--- config.mk ---
export PLATFORM = sky130hd
export DESIGN_NAME = yuv420_unpack_flat
export DESIGN_NICKNAME = d
export VERILOG_FILES = /design/src/rtl/yuv420_unpack_pkg.sv /design/src/rtl/yuv420_unpack_if.sv /design/src/rtl/yuv420_byte_fifo.sv /design/src/rtl/yuv420_unpack.sv /design/src/flat_wrapper.sv
export SDC_FILE = /design/constraint.sdc
export NUM_CORES = 1
export LEC_CHECK = 0
export CORE_ASPECT_RATIO = 1.4
export CORE_UTILIZATION = 40
export DETAILED_ROUTE_END_ITERATION = 8
export PLACE_DENSITY = 0.62
export SYNTH_ARGS = -nofsm -noshare
export SYNTH_HDL_FRONTEND = slang
export SYNTH_SLANG_ARGS = --single-unit
--- constraint.sdc ---
create_clock -name clk -period 17 [get_ports clk]
set_input_delay 3.4 -clock clk [delete_from_list [all_inputs] [get_ports clk]]
set_output_delay 3.4 -clock clk [all_outputs]
set_load 0.02 [all_outputs]
--- src/rtl/yuv420_unpack_pkg.sv ---
// Shared stream type codes, FSM states and the chroma offset helper for the
// YUV/raw word unpacker.
package yuv420_unpack_pkg;

  localparam int DTYPE_WIDTH = 4;

  localparam logic [3:0] DTYPE_FRAME_START  = 4'h1;
  localparam logic [3:0] DTYPE_FRAME_END    = 4'h2;
  localparam logic [3:0] DTYPE_ROW_START    = 4'h3;
  localparam logic [3:0] DTYPE_ROW_END      = 4'h4;
  localparam logic [3:0] DTYPE_HEADER_START = 4'h5;
  localparam logic [3:0] DTYPE_HEADER       = 4'h6;
  localparam logic [3:0] DTYPE_PIXEL        = 4'h8;
  localparam logic [3:0] DTYPE_PIXEL_MASK   = 4'h8;

  typedef enum logic [1:0] {
    ST_IDLE   = 2'd0,
    ST_HDR    = 2'd1,
    ST_ACTIVE = 2'd2,
    ST_ENDF   = 2'd3
  } state_t;

  // Adding 128 mod 256 is the same as removing the +128 bias.
  function automatic logic [7:0] unbias(input logic [7:0] b);
    return b + 8'd128;
  endfunction

endpackage

--- src/rtl/yuv420_unpack_if.sv ---
// Word-in / pixel-out stream bundle of the unpacker; slave is the unpacker side.
interface yuv420_unpack_if;
  import yuv420_unpack_pkg::*;

  logic                   dvi;
  logic [DTYPE_WIDTH-1:0] dtypei;
  logic [31:0]            datai;
  logic                   rdyo;
  logic                   dvo;
  logic [DTYPE_WIDTH-1:0] dtypeo;
  logic [7:0]             yo;
  logic [7:0]             uo;
  logic [7:0]             vo;
  logic [15:0]            meta_datao;

  modport slave (
    input  dvi, dtypei, datai,
    output rdyo, dvo, dtypeo, yo, uo, vo, meta_datao
  );

  modport master (
    output dvi, dtypei, datai,
    input  rdyo, dvo, dtypeo, yo, uo, vo, meta_datao
  );

endinterface

--- src/rtl/yuv420_byte_fifo.sv ---
// 8-byte shift buffer: appends a 32b word (byte0 first) and drops 0..3 bytes
// from the head per cycle. Bytes above the fill level are kept at zero.
module yuv420_byte_fifo (
  input  logic        clk,
  input  logic        resetb,
  input  logic        clear,
  input  logic        push,
  input  logic [31:0] push_data,
  input  logic [1:0]  pop,
  output logic [3:0]  fill,
  output logic [31:0] peek
);

  logic [63:0] data_r;
  logic [3:0]  fill_r;
  logic [63:0] shifted_s;
  logic [3:0]  base_s;
  logic [63:0] data_n_s;
  logic [3:0]  fill_n_s;

  // Pop from the head, then append the pushed word just above what remains.
  always_comb begin
    base_s    = fill_r - {2'b00, pop};
    shifted_s = data_r >> {pop, 3'b000};
    data_n_s  = push ? (shifted_s | ({32'd0, push_data} << {base_s, 3'b000})) : shifted_s;
    fill_n_s  = push ? (base_s + 4'd4) : base_s;
  end

  // Storage and fill count.
  always_ff @(posedge clk or negedge resetb) begin
    if (!resetb) begin
      data_r <= 64'd0;
      fill_r <= 4'd0;
    end else if (clear) begin
      data_r <= 64'd0;
      fill_r <= 4'd0;
    end else begin
      data_r <= data_n_s;
      fill_r <= fill_n_s;
    end
  end

  assign fill = fill_r;
  assign peek = data_r[31:0];

endmodule

--- src/rtl/yuv420_unpack.sv ---
// Receive-side unpacker: word-packed raw / YUV 4:4:4 / YUV 4:2:0 stream back to
// one pixel per cycle with regenerated row framing and chroma bias removed.
module yuv420_unpack
  import yuv420_unpack_pkg::*;
#(
  parameter int RAW_PIXEL_SHIFT = 0,
  parameter int COLS_WIDTH      = 11,
  parameter int ROWS_WIDTH      = 11
) (
  input  logic                  clk,
  input  logic                  resetb,
  input  logic [15:0]           image_type,
  input  logic                  enable_420,
  input  logic [COLS_WIDTH-1:0] num_cols,
  input  logic [ROWS_WIDTH-1:0] num_rows,
  yuv420_unpack_if.slave        bus,
  output logic                  underflow
);

  state_t                 state_r, state_n;
  logic                   raw_r, raw_n, yuv420_r, yuv420_n;
  logic [COLS_WIDTH-1:0]  cols_r, cols_n, col_r, col_n;
  logic [ROWS_WIDTH-1:0]  rows_r, rows_n, row_r, row_n;
  logic                   row_open_r, row_open_n, row_phase_r, row_phase_n;
  logic                   pair_second_r, pair_second_n;
  logic                   hdr_pend_r, hdr_pend_n, fe_pend_r, fe_pend_n;
  logic [15:0]            hdr_hi_r, hdr_hi_n;
  logic                   underflow_r, underflow_n, rdyo_r, rdyo_n;
  logic                   dvo_r, dvo_n;
  logic [DTYPE_WIDTH-1:0] dtype_r, dtype_n;
  logic [7:0]             y_r, y_n, u_r, u_n, v_r, v_n;
  logic [15:0]            meta_r, meta_n;

  logic        accept_s, is_pix_s, engine_en_s, last_col_s, ready_s;
  logic        push_s, clear_s, pair_next_s;
  logic [1:0]  pop_s, take_s;
  logic [2:0]  need_s;
  logic [3:0]  fill_s, fill_n_s;
  logic [31:0] peek_s;
  logic [7:0]  py_s, pu_s, pv_s;
  logic [15:0] pmeta_s;

  assign accept_s   = bus.dvi && rdyo_r;
  assign is_pix_s   = (bus.dtypei & DTYPE_PIXEL_MASK) != 4'd0;
  assign last_col_s = (col_r + COLS_WIDTH'(1)) == cols_r;

  yuv420_byte_fifo u_fifo (
    .clk       (clk),
    .resetb    (resetb),
    .clear     (clear_s),
    .push      (push_s),
    .push_data (bus.datai),
    .pop       (pop_s),
    .fill      (fill_s),
    .peek      (peek_s)
  );

  // Decode the pixel at the buffer head for the current mode and row parity.
  always_comb begin
    py_s        = peek_s[7:0];
    pu_s        = 8'd0;
    pv_s        = 8'd0;
    pmeta_s     = 16'd0;
    need_s      = 3'd1;
    take_s      = 2'd1;
    pair_next_s = 1'b0;
    if (raw_r) begin
      py_s    = 8'd0;
      pmeta_s = {8'd0, peek_s[7:0]} << RAW_PIXEL_SHIFT;
    end else if (!yuv420_r || pair_second_r) begin
      pu_s   = unbias(peek_s[15:8]);
      pv_s   = unbias(peek_s[23:16]);
      need_s = 3'd3;
      take_s = 2'd3;
    end else if (!row_phase_r || last_col_s) begin
      need_s = 3'd1;
    end else begin
      // First of an odd-row pair: U,V sit behind Y1 and stay for the second pixel.
      pu_s        = unbias(peek_s[23:16]);
      pv_s        = unbias(peek_s[31:24]);
      need_s      = 3'd4;
      pair_next_s = 1'b1;
    end
    ready_s = fill_s >= {1'b0, need_s};
  end

  // Input word handling, output engine and next-state selection.
  always_comb begin
    state_n = state_r;     raw_n = raw_r;          yuv420_n = yuv420_r;
    cols_n = cols_r;       rows_n = rows_r;        col_n = col_r;   row_n = row_r;
    row_open_n = row_open_r;  row_phase_n = row_phase_r;  pair_second_n = pair_second_r;
    hdr_pend_n = hdr_pend_r;  hdr_hi_n = hdr_hi_r;  fe_pend_n = fe_pend_r;
    underflow_n = underflow_r;
    dvo_n = 1'b0;  dtype_n = 4'd0;  y_n = 8'd0;  u_n = 8'd0;  v_n = 8'd0;  meta_n = 16'd0;
    pop_s = 2'd0;  push_s = 1'b0;  clear_s = 1'b0;  engine_en_s = 1'b1;

    if (hdr_pend_r) begin
      dvo_n = 1'b1;  dtype_n = DTYPE_HEADER;  meta_n = hdr_hi_r;
      hdr_pend_n = 1'b0;  engine_en_s = 1'b0;
    end else if (accept_s) begin
      case (bus.dtypei)
        DTYPE_FRAME_START: begin
          dvo_n = 1'b1;  dtype_n = DTYPE_FRAME_START;  clear_s = 1'b1;  engine_en_s = 1'b0;
          raw_n = image_type == 16'd0;  yuv420_n = enable_420;
          cols_n = num_cols;  rows_n = num_rows;
          col_n = '0;  row_n = '0;  row_open_n = 1'b0;  row_phase_n = 1'b0;
          pair_second_n = 1'b0;  fe_pend_n = 1'b0;
          underflow_n = state_r == ST_ACTIVE;
          state_n = ST_HDR;
        end
        DTYPE_HEADER_START: begin
          dvo_n = 1'b1;  dtype_n = DTYPE_HEADER_START;  engine_en_s = 1'b0;
        end
        DTYPE_HEADER: begin
          dvo_n = 1'b1;  dtype_n = DTYPE_HEADER;  meta_n = bus.datai[15:0];
          hdr_pend_n = 1'b1;  hdr_hi_n = bus.datai[31:16];  engine_en_s = 1'b0;
        end
        DTYPE_FRAME_END: fe_pend_n = 1'b1;
        DTYPE_ROW_START: state_n = (state_r == ST_HDR) ? ST_ACTIVE : state_r;
        DTYPE_ROW_END:   state_n = state_r;
        default: begin
          if (is_pix_s && (state_r == ST_HDR || state_r == ST_ACTIVE)) begin
            push_s  = 1'b1;
            state_n = ST_ACTIVE;
          end else begin
            push_s  = 1'b0;
          end
        end
      endcase
    end else begin
      engine_en_s = 1'b1;
    end

    if (engine_en_s) begin
      case (state_r)
        ST_IDLE: begin
          if (fe_pend_r) begin
            dvo_n = 1'b1;  dtype_n = DTYPE_FRAME_END;  fe_pend_n = 1'b0;
          end else begin
            dvo_n = 1'b0;
          end
        end
        ST_HDR: begin
          if (fe_pend_r) begin
            dvo_n = 1'b1;  dtype_n = DTYPE_FRAME_END;  fe_pend_n = 1'b0;
            underflow_n = (cols_r != '0) && (rows_r != '0);
            clear_s = 1'b1;  state_n = ST_IDLE;
          end else begin
            dvo_n = 1'b0;
          end
        end
        ST_ACTIVE: begin
          if (row_r == rows_r) begin
            clear_s = 1'b1;  state_n = ST_ENDF;
          end else if (row_open_r && col_r == cols_r) begin
            dvo_n = 1'b1;  dtype_n = DTYPE_ROW_END;
            row_open_n = 1'b0;  col_n = '0;  row_n = row_r + ROWS_WIDTH'(1);
            row_phase_n = !row_phase_r;  pair_second_n = 1'b0;
            if ((row_r + ROWS_WIDTH'(1)) == rows_r) begin
              clear_s = 1'b1;  state_n = ST_ENDF;
            end else begin
              clear_s = 1'b0;
            end
          end else if (ready_s && row_open_r) begin
            dvo_n = 1'b1;  dtype_n = DTYPE_PIXEL;
            y_n = py_s;  u_n = pu_s;  v_n = pv_s;  meta_n = pmeta_s;
            pop_s = take_s;  pair_second_n = pair_next_s;  col_n = col_r + COLS_WIDTH'(1);
          end else if (!row_open_r && (ready_s || !fe_pend_r)) begin
            dvo_n = 1'b1;  dtype_n = DTYPE_ROW_START;  row_open_n = 1'b1;
          end else if (fe_pend_r && row_open_r) begin
            dvo_n = 1'b1;  dtype_n = DTYPE_ROW_END;  row_open_n = 1'b0;
          end else if (fe_pend_r) begin
            dvo_n = 1'b1;  dtype_n = DTYPE_FRAME_END;  fe_pend_n = 1'b0;
            underflow_n = 1'b1;  clear_s = 1'b1;  state_n = ST_IDLE;
          end else begin
            dvo_n = 1'b0;
          end
        end
        ST_ENDF: begin
          clear_s = 1'b1;
          if (fe_pend_r) begin
            dvo_n = 1'b1;  dtype_n = DTYPE_FRAME_END;  fe_pend_n = 1'b0;  state_n = ST_IDLE;
          end else begin
            dvo_n = 1'b0;
          end
        end
        default: state_n = ST_IDLE;
      endcase
    end else begin
      clear_s = clear_s;
    end

    fill_n_s = clear_s ? 4'd0 : (fill_s - {2'b00, pop_s} + (push_s ? 4'd4 : 4'd0));
    rdyo_n   = (fill_n_s <= 4'd4) && !hdr_pend_n && !fe_pend_n;
  end

  // State, mode and output registers.
  always_ff @(posedge clk or negedge resetb) begin
    if (!resetb) begin
      state_r <= ST_IDLE;  raw_r <= 1'b0;  yuv420_r <= 1'b0;
      cols_r <= '0;  rows_r <= '0;  col_r <= '0;  row_r <= '0;
      row_open_r <= 1'b0;  row_phase_r <= 1'b0;  pair_second_r <= 1'b0;
      hdr_pend_r <= 1'b0;  hdr_hi_r <= 16'd0;  fe_pend_r <= 1'b0;
      underflow_r <= 1'b0;  rdyo_r <= 1'b1;
      dvo_r <= 1'b0;  dtype_r <= 4'd0;  y_r <= 8'd0;  u_r <= 8'd0;  v_r <= 8'd0;  meta_r <= 16'd0;
    end else begin
      state_r <= state_n;  raw_r <= raw_n;  yuv420_r <= yuv420_n;
      cols_r <= cols_n;  rows_r <= rows_n;  col_r <= col_n;  row_r <= row_n;
      row_open_r <= row_open_n;  row_phase_r <= row_phase_n;  pair_second_r <= pair_second_n;
      hdr_pend_r <= hdr_pend_n;  hdr_hi_r <= hdr_hi_n;  fe_pend_r <= fe_pend_n;
      underflow_r <= underflow_n;  rdyo_r <= rdyo_n;
      dvo_r <= dvo_n;  dtype_r <= dtype_n;  y_r <= y_n;  u_r <= u_n;  v_r <= v_n;  meta_r <= meta_n;
    end
  end

  assign bus.rdyo       = rdyo_r;
  assign bus.dvo        = dvo_r;
  assign bus.dtypeo     = dtype_r;
  assign bus.yo         = y_r;
  assign bus.uo         = u_r;
  assign bus.vo         = v_r;
  assign bus.meta_datao = meta_r;
  assign underflow      = underflow_r;

endmodule

--- src/flat_wrapper.sv ---
// flat-port wrapper written by rule: the top's interface ports become plain ports
module yuv420_unpack_flat import yuv420_unpack_pkg::*;
#(
  parameter int RAW_PIXEL_SHIFT = 0,
  parameter int COLS_WIDTH      = 11,
  parameter int ROWS_WIDTH      = 11
)
  (clk, resetb, image_type, enable_420, num_cols, num_rows, underflow, bus_dvi, bus_dtypei, bus_datai, bus_rdyo, bus_dvo, bus_dtypeo, bus_yo, bus_uo, bus_vo, bus_meta_datao);
  yuv420_unpack_if bus_i ();
  input  logic clk;
  input  logic resetb;
  input  logic [15:0] image_type;
  input  logic enable_420;
  input  logic [COLS_WIDTH-1:0] num_cols;
  input  logic [ROWS_WIDTH-1:0] num_rows;
  output logic underflow;
  input wire logic [$bits(bus_i.dvi)-1:0] bus_dvi;
  input wire logic [$bits(bus_i.dtypei)-1:0] bus_dtypei;
  input wire logic [$bits(bus_i.datai)-1:0] bus_datai;
  output wire logic [$bits(bus_i.rdyo)-1:0] bus_rdyo;
  output wire logic [$bits(bus_i.dvo)-1:0] bus_dvo;
  output wire logic [$bits(bus_i.dtypeo)-1:0] bus_dtypeo;
  output wire logic [$bits(bus_i.yo)-1:0] bus_yo;
  output wire logic [$bits(bus_i.uo)-1:0] bus_uo;
  output wire logic [$bits(bus_i.vo)-1:0] bus_vo;
  output wire logic [$bits(bus_i.meta_datao)-1:0] bus_meta_datao;
  assign bus_i.dvi = bus_dvi;
  assign bus_i.dtypei = bus_dtypei;
  assign bus_i.datai = bus_datai;
  assign bus_rdyo = bus_i.rdyo;
  assign bus_dvo = bus_i.dvo;
  assign bus_dtypeo = bus_i.dtypeo;
  assign bus_yo = bus_i.yo;
  assign bus_uo = bus_i.uo;
  assign bus_vo = bus_i.vo;
  assign bus_meta_datao = bus_i.meta_datao;
  yuv420_unpack #(.RAW_PIXEL_SHIFT(RAW_PIXEL_SHIFT), .COLS_WIDTH(COLS_WIDTH), .ROWS_WIDTH(ROWS_WIDTH)) u_core (.clk(clk), .resetb(resetb), .image_type(image_type), .enable_420(enable_420), .num_cols(num_cols), .num_rows(num_rows), .bus(bus_i), .underflow(underflow));
endmodule
==> images/clk_routes.png <==
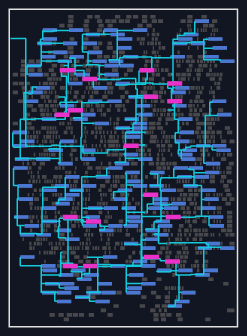
[clock wires] cyan | length: 2400 um
[flip-flops] blue | count: 184
[clock drivers] magenta | count: 17
routed clock nets: 18
insertion delay to the later sink of the worst-skew pair: 0.44 ns
clock network power consumption: 0.384 mW
clock skew after layout: 0.01309 ns
fraction of power consumed by the clock network: 0.203

==> images/placement_by_type.png <==
Fill, decap, tap and diode cells in gray.
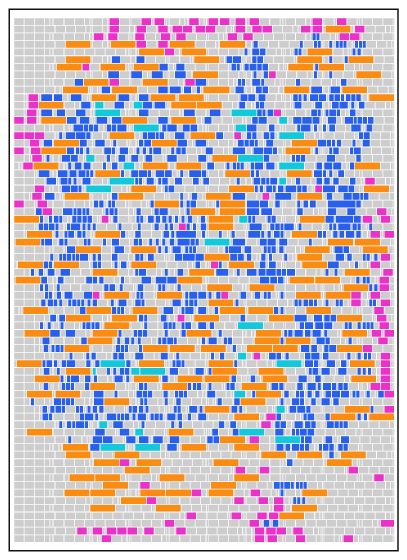
[clock drivers and dummy loads] cyan | cells: 32
[sequential cells] orange | cells: 184
[combinational and other logic] blue | cells: 927
[remaining buffers and delay cells] magenta | cells: 137
FP Rows: 69
utilization after layout: 0.4837
Seq/total area: 0.3726

==> flow_metrics.env <==
# physical design summary
export IMPL_max_cap_viol_count=0
export IMPL_antenna_cells_inserted=0
export IMPL_sequential_cell_total=184
export IMPL_globalplace_congestion=0.9438
export IMPL_clk_share=0.04514
export IMPL_grt_antenna_before_repair=0
export IMPL_reg2reg_setup_slack_ns=7.98
export IMPL_floorplan_io_pins=125
export IMPL_power_combinational_mw=0.831
export IMPL_synthTopCellsByArea="dfrtp_1, nand2_1, a21oi_1"
export IMPL_netSwitchingFraction=0.4441
export IMPL_grt_setup_unrepaired="false"
export IMPL_worst_setup_path_start_kind="primary input"
export IMPL_synth_top_flop_cell="dfrtp_1"
export IMPL_synth_compound_area_share=0.1820
export IMPL_clockRootBuffer="clkbuf_16"
export IMPL_muxShareOfSynthArea=0.05380
export IMPL_intPower_mw=1.053
export IMPL_antenna_violating_nets_post_route=0
export IMPL_die_width_um=138.5
export IMPL_gr_usage_met1=0.2837
export IMPL_buf_share=0.1086
export IMPL_postLayoutSetupSlackWorst_ns=7.554
export IMPL_worst_ep_arrival_time_ns=9.74
export IMPL_postSynth_asyncResetShare=1.000
export IMPL_routed_top_layer="met4"
export IMPL_layout_area_overhead_vs_synth_pct=18.39
export IMPL_top_power_group="combinational logic"
export IMPL_hpwl_mm=23.84
export IMPL_timing_rr_end="u_core.u_fifo.data_r[33]$_DFF_PN0_"
export IMPL_kind_of_cell_adding_the_most_delay_to_the_critical_path="simple AND/OR/NAND/NOR gates"
export IMPL_crit_chain="clkdlybuf4s50_1 > nand3b_1 > and3b_1 > o2111ai_1 > or3_2 > nor2_1 > inv_1 > fa_1 > xor2_1 > inv_1 > and2_1 > a22oi_1 > nor2_1 > a21o_1 > a221oi_1 > nor2_1"
export IMPL_ys_seq_elements=184
export IMPL_topCombFamilyByArea="simple AND/OR/NAND/NOR gates"
export IMPL_drt_initial_drc_count=681
export IMPL_top_usage_layer="met2"
export IMPL_comb_multi_input_count=911
export IMPL_worst_path_stages=16
export IMPL_instances_no_fill=1599
export IMPL_synth_stat_cells=1203
export IMPL_die_h_um=193.2
export IMPL_comb_area_mm2=0.005396
export IMPL_status="complete, but fails checks"
export IMPL_cts_tree="done"
export IMPL_cts_buffer_depth=2
export IMPL_end_kind="flip-flop"
export IMPL_hold_viol=0
export IMPL_area_share_combinational=0.4365
export IMPL_p_seq_mw=0.679
export IMPL_cts_htree_levels=4
export IMPL_xor_area_frac=0.03020
export IMPL_drc=14
export IMPL_max_transition_margin=0.3117
export IMPL_grt_overflow_total=0
export IMPL_first_global_vias=9196
export IMPL_synth_edff_count=0
export IMPL_max_area_cell_class="logic gates"
export IMPL_buffers_excl_clock=137
export IMPL_crit_path_end="u_core.u_fifo.data_r[33]$_DFF_PN0_"
export IMPL_netlist_instances=1203
export IMPL_detailedRoute_firstPassIterationCount=7
export IMPL_power_sequential_fraction=0.359
export IMPL_port_buffer_count=124
export IMPL_synth_yosys_warnings=0
export IMPL_mostFrequentLayoutCell="nand2_1"
export IMPL_setup_viol=0
export IMPL_final_max_slew_viol_count=0
export IMPL_critical_path_startpoint="bus_dtypei[0]"
export IMPL_combPwrFrac=0.439
export IMPL_synth_yosys_chip_area_mm2=0.01044
export IMPL_period_minus_slack_ns=9.446
export IMPL_timing_final_crit_share=0.5556
export IMPL_n_tap_cell=319
export IMPL_synth_top_area_share=0.4386
export IMPL_violations="design-rule violations"
export IMPL_met3_usage=0.03186
export IMPL_chipArea_mm2=0.02676
export IMPL_grt_start_max_net_pins=110
export IMPL_met2_usage_grt=0.4611
export IMPL_largest_register="u_core.u_fifo.data_r"
export IMPL_initial_core_util=0.4086
export IMPL_synth_cell_area_mm2=0.01044
export IMPL_min_to="u_core.yuv420_r$_DFFE_PN0P_"
export IMPL_met2_length_mm=17.42
export IMPL_cellPowerDensity_mw_per_mm2=153.2
export IMPL_synthDistinctLibCells=67
export IMPL_vdd_ir_drop_worst_v=0.00009132
export IMPL_crit_path_max_incr_delay_ns=0.83
export IMPL_worstHoldStart="u_core.yuv420_r$_DFFE_PN0P_"
export IMPL_tool_warnings=33
export IMPL_yosys_area_share_adder=0.01869
export IMPL_r2r_worst_path_cells=24
export IMPL_cts_clk_slew_worst_paths_ns=0.08
export IMPL_critical_path_slowest_cell="nor2_1"
export IMPL_power_net_switching_mw=0.8410
export IMPL_place_inst=1567
export IMPL_stdcell_area_mm2=0.01236
export IMPL_tns_ns=0
export IMPL_met1Wirelength_mm=12.46
export IMPL_most_common_layout_cells="nand2_1, dfrtp_1, clkdlybuf4s50_1"
export IMPL_p_leak_nw=5.370
export IMPL_sequential_cell_area_mm2=0.004606
export IMPL_synthesis_area_per_instance_um2=8.679
export IMPL_core_area_mm2=0.02555
export IMPL_filler_cell_count=2472
export IMPL_crit_top_cell="nor2_1"
export IMPL_critPathKind="primary input to flip-flop"
export IMPL_required_ns=17.30
export IMPL_postSynthNetCount=1296
export IMPL_grt_pass1_wl_mm=52.27
export IMPL_fin_hold_ws_ns=0.4828
export IMPL_post_place_ws_ns=7.259
export IMPL_detail_route_vias_per_cell=5.922
export IMPL_final_nets=1360
export IMPL_met3WireLength_mm=1.367
export IMPL_top_area_cell="dfrtp_1"
export IMPL_largest_register_ff_count=64
export IMPL_synthSimpleGateAreaFrac=0.2300
export IMPL_synth_top_cell_by_count="nand2_1"
export IMPL_dpl_instance_area_mm2=0.01180
export IMPL_worst_hold_path_type="flip-flop to flip-flop"
export IMPL_top_cells_by_count="nand2_1, dfrtp_1, nor2_1"
export IMPL_post_cts_setup_buffer_count=0
export IMPL_postSynthSeqShare=0.4411
export IMPL_total_power_mw=1.894
export IMPL_clock_fmax_mhz=105.9
export IMPL_holdBufCountCts=0
export IMPL_cp_num_buf_inv=3
export IMPL_layout_drive_gt1_share=0.06641
export IMPL_ctsResizeCount=0
export IMPL_n_all_inverters=16
export IMPL_hold_path_cell_count=2
export IMPL_r2r_start="u_core.col_r[0]$_DFF_PN0_"
export IMPL_crit_path_max_fanout=31
export IMPL_actual_transition_at_the_worst_max_transition_pin_ns=1.032
==> images/clocks.png <==
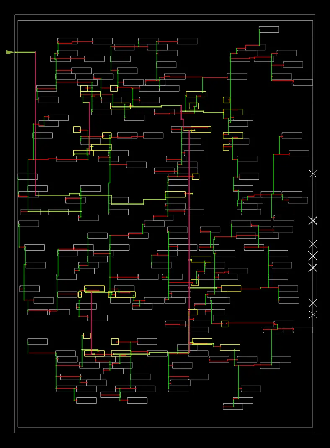
CLK BUF: 18
Inserted Clock Buffers: 17
sink count of the clock tree: 184

==> images/wires.png <==
Bar = 50 um. Only two layers are drawn.
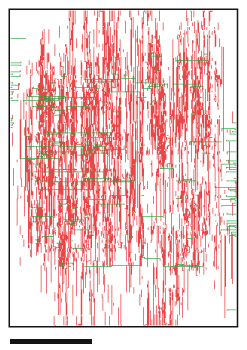
[metal 2] red | wire length: 17400 um
[metal 3] green | wire length: 1370 um
total global-route track usage: 0.2551
routed vias: 9469
Final Routed Wirelength: 33.46 mm
average wire length per cell after detail routing: 20.93 um

Power figures rest on the tool's default switching activity, not on a simulated workload.
